File: src/rtl/adc_seq_pkg.sv
// rtl/adc_seq_pkg.sv - shared types and constants for the ADC capture sequencer
//
// Contents:
//   state_t    : sequencer states
//   rd_phase_t : per-word handshake phase inside READ_V / READ_I
//   CMD_ARM, CMD_READ, CMD_DONE : MCU command words
//   RD_WAIT    : cycles from strobe fall to rd_latch (RAM + output register)
package adc_seq_pkg;

  typedef enum logic [2:0] {
    ST_IDLE,
    ST_CAPTURE,
    ST_READY,
    ST_READ_V,
    ST_READ_I,
    ST_FINISH,
    ST_DONE_P
  } state_t;

  typedef enum logic [1:0] {
    PH_FALL,
    PH_WAIT,
    PH_RISE
  } rd_phase_t;

  localparam logic [15:0] CMD_ARM  = 16'h00AA;
  localparam logic [15:0] CMD_READ = 16'h00CC;
  localparam logic [15:0] CMD_DONE = 16'h00DD;

  localparam int RD_WAIT = 5;

endpackage

File: src/rtl/adc_capture_seq_pulse_stretch.sv
// rtl/adc_capture_seq_pulse_stretch.sv - stretches a one-cycle trigger to LEN cycles
//
// Ports:
//   clk, rst : clock, asynchronous active-high reset
//   trig     : one-cycle request; pulse rises on the following clock edge
//   pulse    : high for exactly LEN cycles after trig (re-trigger restarts)
module pulse_stretch #(
  parameter int LEN = 200
) (
  input  logic clk,
  input  logic rst,
  input  logic trig,
  output logic pulse
);

  localparam int CW = $clog2(LEN + 1);

  logic [CW-1:0] cnt;

  always_ff @(posedge clk or posedge rst) begin
    if (rst) begin
      cnt <= '0;
    end else if (trig) begin
      cnt <= CW'(LEN);
    end else if (cnt != '0) begin
      cnt <= cnt - CW'(1);
    end
  end

  // Decoded from the counter so a reset truncates the pulse at once.
  assign pulse = (cnt != '0);

endmodule

File: src/rtl/adc_capture_seq.sv
// rtl/adc_capture_seq.sv - command sequencer for the dual-channel ADC capture buffer
//
// Optional feature macro: ADC_SEQ_WATCHDOG_EN (readout stall watchdog).
//
// Ports:
//   clk, rst    : sole clock, asynchronous active-high reset
//   cmd_data    : 16-bit MCU command word, qualified by cmd_valid
//   cmd_valid   : single-cycle command qualifier
//   rd_strobe   : asynchronous MCU read enable, idles high
//   save_over   : capture-complete level from the write side
//   cap_start   : PULSE_LEN-cycle capture-start pulse
//   rd_done     : PULSE_LEN-cycle read-finished pulse
//   rd_addr     : buffer read address
//   rd_sel      : 0 = voltage RAM, 1 = current RAM
//   rd_latch    : one-cycle pulse, datapath registers RAM dout on it
//   busy        : high whenever not IDLE
//   err_timeout : sticky watchdog flag (tied 0 without the watchdog)
module adc_capture_seq
  import adc_seq_pkg::*;
#(
  parameter int ADDR_W    = 11,
  parameter int PULSE_LEN = 200,
  parameter int TIMEOUT   = 1_000_000
) (
  input  logic              clk,
  input  logic              rst,
  input  logic [15:0]       cmd_data,
  input  logic              cmd_valid,
  input  logic              rd_strobe,
  input  logic              save_over,
  output logic              cap_start,
  output logic              rd_done,
  output logic [ADDR_W-1:0] rd_addr,
  output logic              rd_sel,
  output logic              rd_latch,
  output logic              busy,
  output logic              err_timeout
);

  if (PULSE_LEN < 1 || TIMEOUT < 1) begin : g_param_check
    $error("adc_capture_seq: PULSE_LEN and TIMEOUT must be at least 1");
  end

  state_t    state, next_state;
  rd_phase_t phase;
  logic [2:0] wait_cnt;

  logic s_meta, s_sync, s_prev;
  logic fall, rise;
  logic cmd_arm, cmd_read, cmd_done;
  logic in_read, at_max;
  logic cap_trig, done_trig;
  logic wd_expire;

  // Strobe synchronizer plus edge-detect flop; all idle high so reset
  // release never manufactures a falling edge.
  always_ff @(posedge clk or posedge rst) begin
    if (rst) begin
      s_meta <= 1'b1;
      s_sync <= 1'b1;
      s_prev <= 1'b1;
    end else begin
      s_meta <= rd_strobe;
      s_sync <= s_meta;
      s_prev <= s_sync;
    end
  end

  assign fall = s_prev & ~s_sync;
  assign rise = ~s_prev & s_sync;

  assign cmd_arm  = cmd_valid && (cmd_data == CMD_ARM);
  assign cmd_read = cmd_valid && (cmd_data == CMD_READ);
  assign cmd_done = cmd_valid && (cmd_data == CMD_DONE);

  assign in_read = (state == ST_READ_V) || (state == ST_READ_I);
  assign at_max  = (rd_addr == {ADDR_W{1'b1}});

  always_ff @(posedge clk or posedge rst) begin
    if (rst) state <= ST_IDLE;
    else     state <= next_state;
  end

  always_comb begin
    next_state = state;
    cap_trig   = 1'b0;
    case (state)
      ST_IDLE: begin
        if (cmd_arm) begin
          next_state = ST_CAPTURE;
          cap_trig   = 1'b1;
        end
      end
      ST_CAPTURE: begin
        // DONE outranks a simultaneous save_over.
        if (cmd_done)                     next_state = ST_DONE_P;
        else if (save_over && !cap_start) next_state = ST_READY;
      end
      ST_READY: begin
        if (cmd_done)      next_state = ST_DONE_P;
        else if (cmd_read) next_state = ST_READ_V;
      end
      ST_READ_V, ST_READ_I: begin
        if (cmd_done)       next_state = ST_DONE_P;
        else if (wd_expire) next_state = ST_IDLE;
        else if (phase == PH_RISE && rise && at_max)
          next_state = (state == ST_READ_V) ? ST_READ_I : ST_FINISH;
      end
      ST_FINISH: begin
        if (cmd_done) next_state = ST_DONE_P;
      end
      ST_DONE_P: begin
        if (!rd_done) next_state = ST_IDLE;
      end
      default: next_state = ST_IDLE;
    endcase
  end

  assign done_trig = (next_state == ST_DONE_P) && (state != ST_DONE_P);
  assign busy      = (state != ST_IDLE);

  // Every state change restarts the address at 0; only entry to READ_I
  // selects the current RAM.
  always_ff @(posedge clk or posedge rst) begin
    if (rst) begin
      phase    <= PH_FALL;
      wait_cnt <= '0;
      rd_addr  <= '0;
      rd_sel   <= 1'b0;
      rd_latch <= 1'b0;
    end else begin
      rd_latch <= 1'b0;
      if (state != next_state) begin
        phase    <= PH_FALL;
        wait_cnt <= '0;
        rd_addr  <= '0;
        rd_sel   <= (next_state == ST_READ_I);
      end else if (in_read) begin
        case (phase)
          PH_FALL: begin
            if (fall) begin
              phase    <= PH_WAIT;
              wait_cnt <= 3'(RD_WAIT);
            end
          end
          PH_WAIT: begin
            if (wait_cnt == 3'd1) begin
              rd_latch <= 1'b1;
              phase    <= PH_RISE;
            end else begin
              wait_cnt <= wait_cnt - 3'd1;
            end
          end
          PH_RISE: begin
            if (rise) begin
              rd_addr <= rd_addr + ADDR_W'(1);
              phase   <= PH_FALL;
            end
          end
          default: phase <= PH_FALL;
        endcase
      end
    end
  end

`ifdef ADC_SEQ_WATCHDOG_EN
  localparam int WD_W = $clog2(TIMEOUT + 1);

  logic [WD_W-1:0] wd_cnt;

  always_ff @(posedge clk or posedge rst) begin
    if (rst)                          wd_cnt <= '0;
    else if (!in_read || fall || rise) wd_cnt <= '0;
    else                              wd_cnt <= wd_cnt + WD_W'(1);
  end

  assign wd_expire = in_read && !fall && !rise && (wd_cnt == WD_W'(TIMEOUT - 1));

  always_ff @(posedge clk or posedge rst) begin
    if (rst)            err_timeout <= 1'b0;
    else if (wd_expire) err_timeout <= 1'b1;
    else if (cap_trig)  err_timeout <= 1'b0;
  end
`else
  assign wd_expire   = 1'b0;
  assign err_timeout = 1'b0;
`endif

  pulse_stretch #(.LEN(PULSE_LEN)) u_cap_start (
    .clk   (clk),
    .rst   (rst),
    .trig  (cap_trig),
    .pulse (cap_start)
  );

  pulse_stretch #(.LEN(PULSE_LEN)) u_rd_done (
    .clk   (clk),
    .rst   (rst),
    .trig  (done_trig),
    .pulse (rd_done)
  );

endmodule

File: config.mk
export PLATFORM = sky130hd
export DESIGN_NAME = adc_capture_seq
export DESIGN_NICKNAME = d
export VERILOG_FILES = /design/src/rtl/adc_seq_pkg.sv /design/src/rtl/adc_capture_seq_pulse_stretch.sv /design/src/rtl/adc_capture_seq.sv
export SDC_FILE = /design/constraint.sdc
export NUM_CORES = 1
export LEC_CHECK = 0
export ABC_CLOCK_PERIOD_IN_PS = 6350
export CAP_MARGIN = 15
export CORE_ASPECT_RATIO = 0.75
export CORE_MARGIN = 8
export CORE_UTILIZATION = 30
export DETAILED_ROUTE_END_ITERATION = 10
export PLACE_DENSITY = 0.53
export SLEW_MARGIN = 40
export SYNTH_ARGS = -nofsm -noshare
export SYNTH_HDL_FRONTEND = slang
export SYNTH_SLANG_ARGS = --single-unit
File: constraint.sdc
create_clock -name clk -period 6.35 [get_ports clk]
set_input_delay 1.27 -clock clk [delete_from_list [all_inputs] [get_ports clk]]
set_output_delay 1.27 -clock clk [all_outputs]
set_load 0.05 [all_outputs]
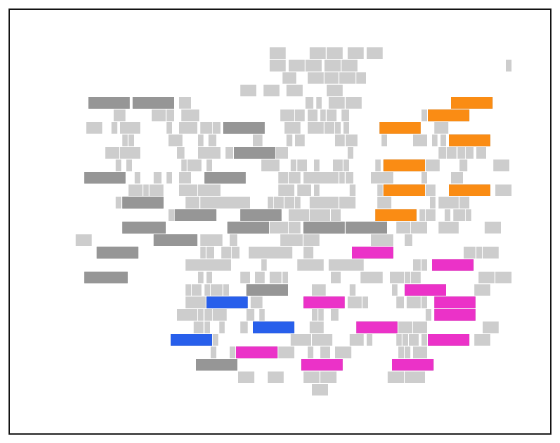
(images/registers.png)
| netlist name | color | flops |
|---|---|---|
| u_rd_done.cnt | orange | 8 |
| rd_addr | magenta | 11 |
| wait_cnt | blue | 3 |
not colored: 18
Seq/total area: 34.4%
seq pwr: 0.000326 W
final core utilization: 37.8%

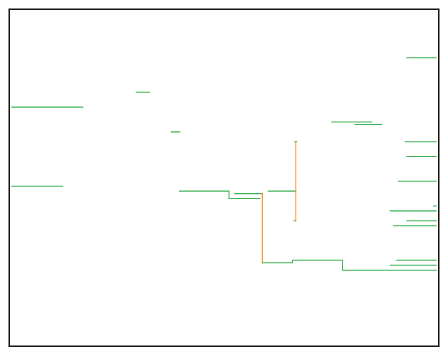
(images/metal_stack.png)
Two of the layers only.
| layer | color | wire length |
|---|---|---|
| met4 | orange | 40.8 um |
| met3 | green | 241 um |
WL final: 4.86 mm
vias post-DR: 1796
routed length per placed instance: 12.7 um
GRT Overall Usage: 9.24%

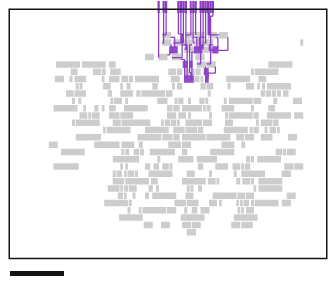
(images/port_nets.png)
The bar under the picture is 20 um long.
| port | color | bits | direction | edge | end cells | buffers | wire |
|---|---|---|---|---|---|---|---|
| cmd_data | purple | 16 | input | north | 8 | 16 | 337 um |
Top Ports: 38
Port-buffer cells: 36

==> flow_metrics.env <==
# physical design summary
export IMPL_status="complete, no violations"
export IMPL_required_ps=5080
export IMPL_warnings=29
export IMPL_via_per_inst=4.70
export IMPL_grt_max_degree=41
export IMPL_clock_fmax_ghz=0.283
export IMPL_tns_ps=0
export IMPL_clock_area_share_pct=4.33
export IMPL_fp_nets=266
export IMPL_hpwl_mm=3.67
export IMPL_clkSinkCount=40
export IMPL_synth_cell_types=58
export IMPL_criticalPathCategory="flop to output port"
export IMPL_fa_ha_area_share_pct=3.76
export IMPL_yosys_stat_area_um2=2330
export IMPL_synthArstFlopShare_pct=100
export IMPL_cts_max_path_buffers=2
export IMPL_ys_flops=40
export IMPL_hold_ws_ps=360
export IMPL_inverters=13
export IMPL_core_area_um2=7710
export IMPL_routed_wl_met3_um=240
export IMPL_dieArea_um2=10900
export IMPL_nMultiInputCombCells=179
export IMPL_report_final_slew_viol_count=0
export IMPL_endpoint="cap_start"
export IMPL_largestRegisters="rd_addr (11), u_cap_start.cnt (8), u_rd_done.cnt (8)"
export IMPL_top_cells_by_area="dfrtp_1 (40%), nor2_1 (5.8%), ha_1 (3.8%), xnor2_1 (3.8%), nand2_1 (3.5%)"
export IMPL_fp_util_pct=30.3
export IMPL_die_h_um=92.4
export IMPL_top_usage_layer="met2"
export IMPL_largest_reg_flops=11
export IMPL_drive_gt1_share_pct=10.8
export IMPL_ys_sh_xor_pct=6.76
export IMPL_cp_max_fo=7
export IMPL_mux_share_pct=0.858
export IMPL_gp_congestion=0.759
export IMPL_intPower_w=0.000503
export IMPL_drv_cap=0
export IMPL_chipWidth_um=118
export IMPL_fin_crit_sh_pct=55.6
export IMPL_aoi_share_pct=11.3
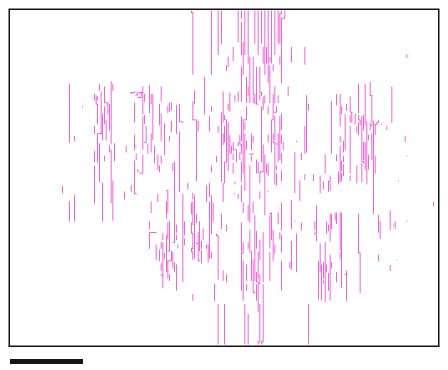
(images/met2.png)
The bar under the picture is 20 um long.
longest straight run: 25.3 um
main direction: vertical
met2 Usage GRT: 14.5%

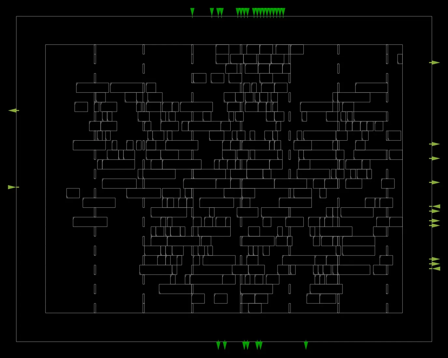
(images/final_placement.png)
Rows: 28
Layout fillers: 788

No activity file was given, so power comes from the tool's default toggle rates.
